==> src/rtl/multi_mode_ff_pkg.sv <==
`default_nettype none
// ============================================================================
// multi_mode_ff_pkg : mode encodings and s=r=1 policy codes for the FF bank
// Revision 1.0
// ============================================================================
package multi_mode_ff_pkg;

  typedef enum logic [1:0] {
    MODE_D  = 2'b00,
    MODE_T  = 2'b01,
    MODE_SR = 2'b10,
    MODE_JK = 2'b11
  } mode_e;

  localparam logic [1:0] POL_HOLD   = 2'd0;
  localparam logic [1:0] POL_SET    = 2'd1;
  localparam logic [1:0] POL_RESET  = 2'd2;
  localparam logic [1:0] POL_TOGGLE = 2'd3;

endpackage
`default_nettype wire

==> src/rtl/ff_bit_next.sv <==
`default_nettype none
// ============================================================================
// ff_bit_next : next-state and s=r=1 detection for one bit of the FF bank
// Revision 1.0
// ============================================================================
module ff_bit_next
  import multi_mode_ff_pkg::*;
(
  input  mode_e      mode_i,
  input  logic       en_i,
  input  logic       a_i,
  input  logic       b_i,
  input  logic       q_i,
  input  logic [1:0] policy_i,
  output logic       q_next_o,
  output logic       illegal_o
);

  always_comb begin
    q_next_o  = q_i;
    illegal_o = 1'b0;
    if (en_i) begin
      case (mode_i)
        MODE_D: q_next_o = a_i;
        MODE_T: q_next_o = q_i ^ a_i;
        MODE_SR: begin
          illegal_o = a_i & b_i;
          case ({a_i, b_i})
            2'b10: q_next_o = 1'b1;
            2'b01: q_next_o = 1'b0;
            2'b11: begin
              case (policy_i)
                POL_SET:    q_next_o = 1'b1;
                POL_RESET:  q_next_o = 1'b0;
                POL_TOGGLE: q_next_o = ~q_i;
                default:    q_next_o = q_i;
              endcase
            end
            default: q_next_o = q_i;
          endcase
        end
        MODE_JK: begin
          case ({a_i, b_i})
            2'b10:   q_next_o = 1'b1;
            2'b01:   q_next_o = 1'b0;
            2'b11:   q_next_o = ~q_i;
            default: q_next_o = q_i;
          endcase
        end
        default: q_next_o = q_i;
      endcase
    end
  end

endmodule
`default_nettype wire

==> src/rtl/multi_mode_ff_bank.sv <==
`default_nettype none
// ============================================================================
// multi_mode_ff_bank : WIDTH-bit D/T/SR/JK register bank with illegal-event log
// Revision 1.0
// ============================================================================
module multi_mode_ff_bank
  import multi_mode_ff_pkg::*;
#(
  parameter int unsigned WIDTH             = 8,
  parameter int unsigned SR_ILLEGAL_POLICY = 0,
  parameter int unsigned ERR_CNT_W         = 8
) (
  input  logic                 clock,
  input  logic                 rst,
  input  logic                 mode_wr_i,
  input  logic [1:0]           mode_in_i,
  output logic [1:0]           mode_o,
  input  logic                 en_i,
  input  logic [WIDTH-1:0]     a_i,
  input  logic [WIDTH-1:0]     b_i,
  output logic [WIDTH-1:0]     q_o,
  output logic [WIDTH-1:0]     q_bar_o,
  output logic [WIDTH-1:0]     illegal_mask_o,
  output logic                 illegal_flag_o,
  output logic [ERR_CNT_W-1:0] err_cnt_o,
  input  logic                 err_clr_i
);

  localparam logic [1:0]           POLICY  = 2'(SR_ILLEGAL_POLICY);
  localparam logic [ERR_CNT_W-1:0] CNT_MAX = '1;

  mode_e                mode_q, mode_d;
  logic [WIDTH-1:0]     q_q, q_d;
  logic [WIDTH-1:0]     q_bar_q;
  logic [WIDTH-1:0]     mask_q, mask_d;
  logic                 flag_q, flag_d;
  logic [ERR_CNT_W-1:0] cnt_q, cnt_d;
  logic [ERR_CNT_W-1:0] cnt_base;
  logic                 any_illegal;

  generate
    for (genvar i = 0; i < WIDTH; i++) begin : g_bit
      ff_bit_next u_next (
        .mode_i    (mode_q),
        .en_i      (en_i),
        .a_i       (a_i[i]),
        .b_i       (b_i[i]),
        .q_i       (q_q[i]),
        .policy_i  (POLICY),
        .q_next_o  (q_d[i]),
        .illegal_o (mask_d[i])
      );
    end
  endgenerate

  // Clear is applied before the current cycle's event, so clr+event yields 1.
  always_comb begin
    mode_d      = mode_wr_i ? mode_e'(mode_in_i) : mode_q;
    any_illegal = |mask_d;
    cnt_base    = err_clr_i ? '0 : cnt_q;
    cnt_d       = cnt_base;
    if (any_illegal && (cnt_base != CNT_MAX)) begin
      cnt_d = cnt_base + ERR_CNT_W'(1);
    end
    flag_d = any_illegal | (flag_q & ~err_clr_i);
  end

  always_ff @(posedge clock) begin
    if (rst) begin
      mode_q  <= MODE_JK;
      q_q     <= '0;
      q_bar_q <= '1;
      mask_q  <= '0;
      flag_q  <= 1'b0;
      cnt_q   <= '0;
    end else begin
      mode_q  <= mode_d;
      q_q     <= q_d;
      q_bar_q <= ~q_d;
      mask_q  <= mask_d;
      flag_q  <= flag_d;
      cnt_q   <= cnt_d;
    end
  end

  assign mode_o         = mode_q;
  assign q_o            = q_q;
  assign q_bar_o        = q_bar_q;
  assign illegal_mask_o = mask_q;
  assign illegal_flag_o = flag_q;
  assign err_cnt_o      = cnt_q;

endmodule
`default_nettype wire
==> config.mk <==
export PLATFORM = sky130hd
export DESIGN_NAME = multi_mode_ff_bank
export DESIGN_NICKNAME = d
export VERILOG_FILES = /design/src/rtl/multi_mode_ff_pkg.sv /design/src/rtl/ff_bit_next.sv /design/src/rtl/multi_mode_ff_bank.sv
export SDC_FILE = /design/constraint.sdc
export NUM_CORES = 1
export LEC_CHECK = 0
export CORE_UTILIZATION = 45
export DETAILED_ROUTE_END_ITERATION = 12
export GPL_ROUTABILITY_DRIVEN = 0
export PLACE_DENSITY_LB_ADDON = 0.12
export SLEW_MARGIN = 10
export SYNTH_ARGS = -nofsm -noshare
export SYNTH_HDL_FRONTEND = slang
export SYNTH_SLANG_ARGS = --single-unit
==> constraint.sdc <==
create_clock -name clock -period 4.7 [get_ports clock]
set_clock_uncertainty 0.15 [all_clocks]
set_input_delay 0.705 -clock clock [delete_from_list [all_inputs] [get_ports clock]]
set_output_delay 0.705 -clock clock [all_outputs]
set_load 0.02 [all_outputs]
**Supply network**

Drawn at 6 px/um. Pins as bars on the die edge. Tap cells in gray.
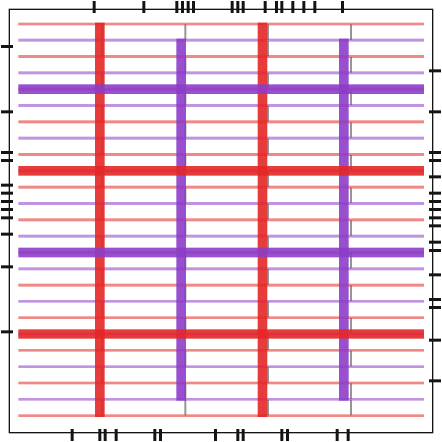
- VDD: purple
- VSS: red
- met5 straps: 4
- tap cells: 52
- met4 straps: 4
die height: 70.3 um
worst ir drop on vdd: 204 uV
width of the die: 70.3 um
area of the core: 4410 um^2

**Cells colored by class**

Drawn at 6 px/um. Fill, decap, tap and diode cells in gray.
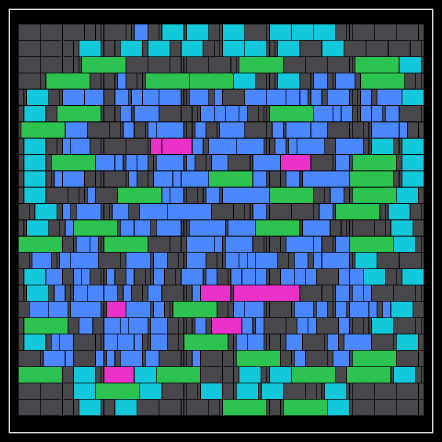
- sequential cells: green (cells 35; share of their area 26%)
- clock drivers and dummy loads: magenta (cells 8; share of their area 4.2%)
- remaining buffers and delay cells: cyan (cells 57; share of their area 21%)
- remaining logic cells: blue (cells 181; share of their area 48%)
number of standard-cell rows in the floorplan: 24
flop share of the area: 0.256
final core utilization: 0.621

**Clock wires, drivers and flops**

Drawn at 6 px/um.
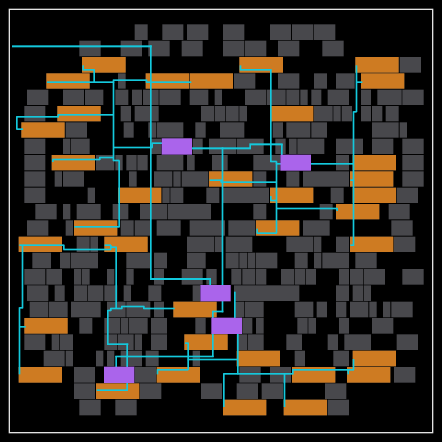
- clock-net drivers: purple (count 5)
- flip-flops: orange (count 35)
- clock wires: cyan (length 521 um)
- flops lie: spread over the die
Insertion Delay late pin: 290 ps
power share of the clock group: 0.370
power of the clock network: 0.276 mW

**Metal layers overlaid**

Drawn at 6 px/um.
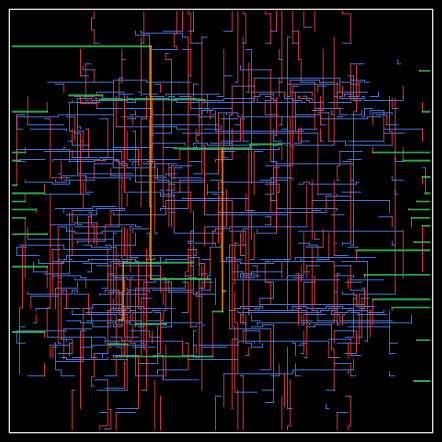
- M2: red (wire length 2150 um)
- M3: green (wire length 227 um)
- M4: orange (wire length 75.5 um)
- M1: blue (wire length 2090 um)
total wire length: 4540 um
Total Routing Usage GR: 0.203
routed length per instance: 13.6 um

## layout by cell type, fill, tap and decap left out, types with 2 or more instances in the layout
master	count
sky130_fd_sc_hd__clkdlybuf4s50_1	57
sky130_fd_sc_hd__nor4_4	2
sky130_fd_sc_hd__clkbuf_8	5
sky130_fd_sc_hd__a311oi_1	2
sky130_fd_sc_hd__ha_1	17
sky130_fd_sc_hd__nand3b_1	4
sky130_fd_sc_hd__and2b_1	2
sky130_fd_sc_hd__and3_1	3
sky130_fd_sc_hd__o32a_1	4
sky130_fd_sc_hd__o21ai_0	7
sky130_fd_sc_hd__inv_1	19
sky130_fd_sc_hd__nand2b_1	11
sky130_fd_sc_hd__a41o_1	2
sky130_fd_sc_hd__o21ai_1	6
sky130_fd_sc_hd__o2111ai_1	3
sky130_fd_sc_hd__dfxtp_1	35
sky130_fd_sc_hd__a21oi_2	2
sky130_fd_sc_hd__a31oi_1	5
sky130_fd_sc_hd__mux2_1	6
sky130_fd_sc_hd__nand2_1	15
sky130_fd_sc_hd__a21o_1	4
sky130_fd_sc_hd__o32ai_1	4
sky130_fd_sc_hd__a21oi_1	18
sky130_fd_sc_hd__nand3_1	4
sky130_fd_sc_hd__nand4_1	2
sky130_fd_sc_hd__nor2_1	7
sky130_fd_sc_hd__and2_1	9
sky130_fd_sc_hd__mux2i_1	2
## worst paths after layout
path              cells past startpoint                         to                       from  slack (ps)
hold / removal                        2  illegal_flag_o$_SDFF_PP0_  illegal_flag_o$_SDFF_PP0_         360
setup / recovery                      1                  mode_o[0]     mode_o[0]$_SDFFE_PP1P_        1820
setup reg to reg                      4      q_bar_o[4]$_SDFF_PP1_     mode_o[0]$_SDFFE_PP1P_        2460
hold reg to reg                       2  illegal_flag_o$_SDFF_PP0_  illegal_flag_o$_SDFF_PP0_         360
## per-layer routing
layer / global-route usage / up-vias
met4: 0.0778 / 0
met5: 0 / -
li1: - / 915
met1: 0.249 / 828
met2: 0.337 / 46
met3: 0.0563 / 7
## area by class of cell
class / count / area, um^2
Clock inverter: 3 / 43.8
Inverter: 20 / 75.1
Fill cell: 405 / 1670
Multi-Input combinational cell: 161 / 1220
Clock buffer: 5 / 68.8
Tap cell: 52 / 65.1
Timing Repair Buffer: 57 / 571
Sequential cell: 35 / 701
## stage by stage
| stage | instances | area (um^2) | setup slack [ps] | total power [mW] |
|---|---|---|---|---|
| after floorplan | 233 | 2100 | 2350 | 0.421 |
| final | 333 | 2740 | 1820 | 0.745 |
| after global placement | 325 | 2630 | 1790 | 0.475 |
| after global routing | 333 | 2740 | 1670 | 0.784 |
| after CTS | 333 | 2740 | 1810 | 0.753 |
| after detailed placement | 325 | 2630 | 1740 | 0.477 |
## report_power, final
part           total [mW]  switching (mW)  internal, mW
Sequential          0.323          0.0128         0.310
Combinational       0.147          0.0726        0.0744
Clock               0.276           0.118         0.158
## cells by family (layout without fill, tap and decap cells)
kind of cell / Yosys count / in the layout / share of synthesized area
buf+inv: 37 / 85 / 0.0875
flops: 35 / 35 / 0.334
simple gates: 68 / 68 / 0.208
mux: 8 / 8 / 0.0417
compound gates: 67 / 67 / 0.223
fa+ha+maj: 17 / 17 / 0.101
xor+xnor: 1 / 1 / 0.00417
==> notes.md <==
Item: results of the latest flow run.

- For this design the ratio of total power to cell area is 272 nW/um^2.
- The smallest clock period supported by the final layout is computed as 2880 ps.
- According to the floorplan report, the total die area is 4950 um^2.
- The top cell family by delay on the critical path is flip-flops.
- The cell count listed in synth_stat.txt is 233.
- The run finished with clean final reports.
- The required time of the critical path is 3850 ps.
- The worst setup path is launched from a flop.
- The data arrival time at the worst-slack endpoint is 2020 ps.
- The master of the slowest instance on the critical path is sky130_fd_sc_hd__dfxtp_1.
- Adding up every negative setup slack in the final design gives 0 ps.
- The count of buffers added by post-CTS timing repair for setup is 0.
- In the floorplan report the effective utilization is 0.476.
- The tree is rooted in a sky130_fd_sc_hd__clkbuf_8.
- The script parses the final routing iteration and logs DRC violations as 0.
- The ratio of cells with drive above 1 in the final layout is 0.0712.
- The placed wire-length estimate after detailed placement is 3270 um.
- The slew at the pin closest to its max-slew limit is 990 ps.
- Per the detail_route report, vias per standard cell equal 5.39.
- The CTS clock-pin slew for the worst setup and hold paths is 80 ps.
- The final max-slew violation count recorded for this run is 0.
- The final layout contains 320 nets.
- The initial antenna violation count is 0.
- The detailed router used layers up to and including met4.
- Setup repair after global routing left no endpoint under its margin.
- The area share of the largest cell type after synthesis is 0.334.
- The number of nets in the synthesized netlist is 273.
- Per the post-run analysis, buffers plus inverters along the critical path come to 1.
- In this run the critical path is formed by clkdlybuf4s50_1.
- The detailed-routed wire length on met2 is 2150 um.
- The final setup violation count is 0.
- The count of nets left with antenna violations once routing finished came out at 0.
- The routed via count is 1796.
- The met1 wire length is 2090 um.
- Counting along the longest clock path gives a buffer depth of 2.
- The biggest area consumer among synthesized cells is sky130_fd_sc_hd__dfxtp_1.
- The first-pass GRT wire length is 7920 um.
- The detailed-routing iteration count for the pre-antenna-repair pass is 4.
- Across the run, the number of max-cap violations was 0.
- Per the placement log, port buffering inserted 57 buffers.
- The achievable frequency is 348 MHz.
- The worst min-delay path class is reg2reg.
- The number of H-tree levels is 2.
- The met3 layer wire length in the routed design is 226 um.
- The number of placed I/O pins is 58.
- The total of warnings raised by yosys is 0.
- The share of the yosys chip area belonging to registers is 0.334.
- The final hold violation count is 0.
- The relative slew slack is 0.338.
- In the synthesized netlist, the cells that appear most often are sky130_fd_sc_hd__dfxtp_1, sky130_fd_sc_hd__inv_1, sky130_fd_sc_hd__a21oi_1.
- Global routing finished with a remaining overflow of 0.
- sky130_fd_sc_hd__dfxtp_1 is the most common cell in the netlist.
- The worst slack on hold paths is 360 ps.
- The clock tree has to reach 35 sinks.
- Per the timing report, the biggest fanout along the worst path comes to 29.
- Compared with the post-synthesis result, the final layout area differs by 30.4%.
- The final critical-path share of the clock period is 0.612.
- The number of enable flip-flop cells is 0.
- The DRC violation total after the first TritonRoute iteration is 91.
- The share of flip-flops with an asynchronous set or reset is 0.
- Once synthesis finished, the tally of register bits stood at 35.
- A synthesized cell averages 9.02 um^2.
- The stat command in Yosys gives a chip area of 2100 um^2.
- Clock tree synthesis inserted a total of 5 buffers.
- The total of cells resized after clock tree synthesis is 0.
- The commonest register cell after synthesis is sky130_fd_sc_hd__dfxtp_1.
- The tool warning count for the run is 34.
- The via count of the first global-routing pass is 1748.
- The netlist uses 51 different library cells.
- Entering global routing, the biggest net connects 30 pins.
- The worst setup path is captured at a primary output.
- By area the synthesized netlist is led by sky130_fd_sc_hd__dfxtp_1, sky130_fd_sc_hd__ha_1, sky130_fd_sc_hd__a21oi_1.
- The final antenna diode count is 0.
- Synthesis handed over a netlist of 233 instances.
- The synthesized area is 2100 um^2.
- The leakage dissipation is 1.10 nW.
- The category of the critical setup timing path is reg2out.
- The TritonCTS clock tree is done.
- The number of hold buffers added after CTS was 0.
- For this run, the slowest stage of the critical path takes 970 ps.
No activity file was given, so power comes from the tool's default toggle rates.
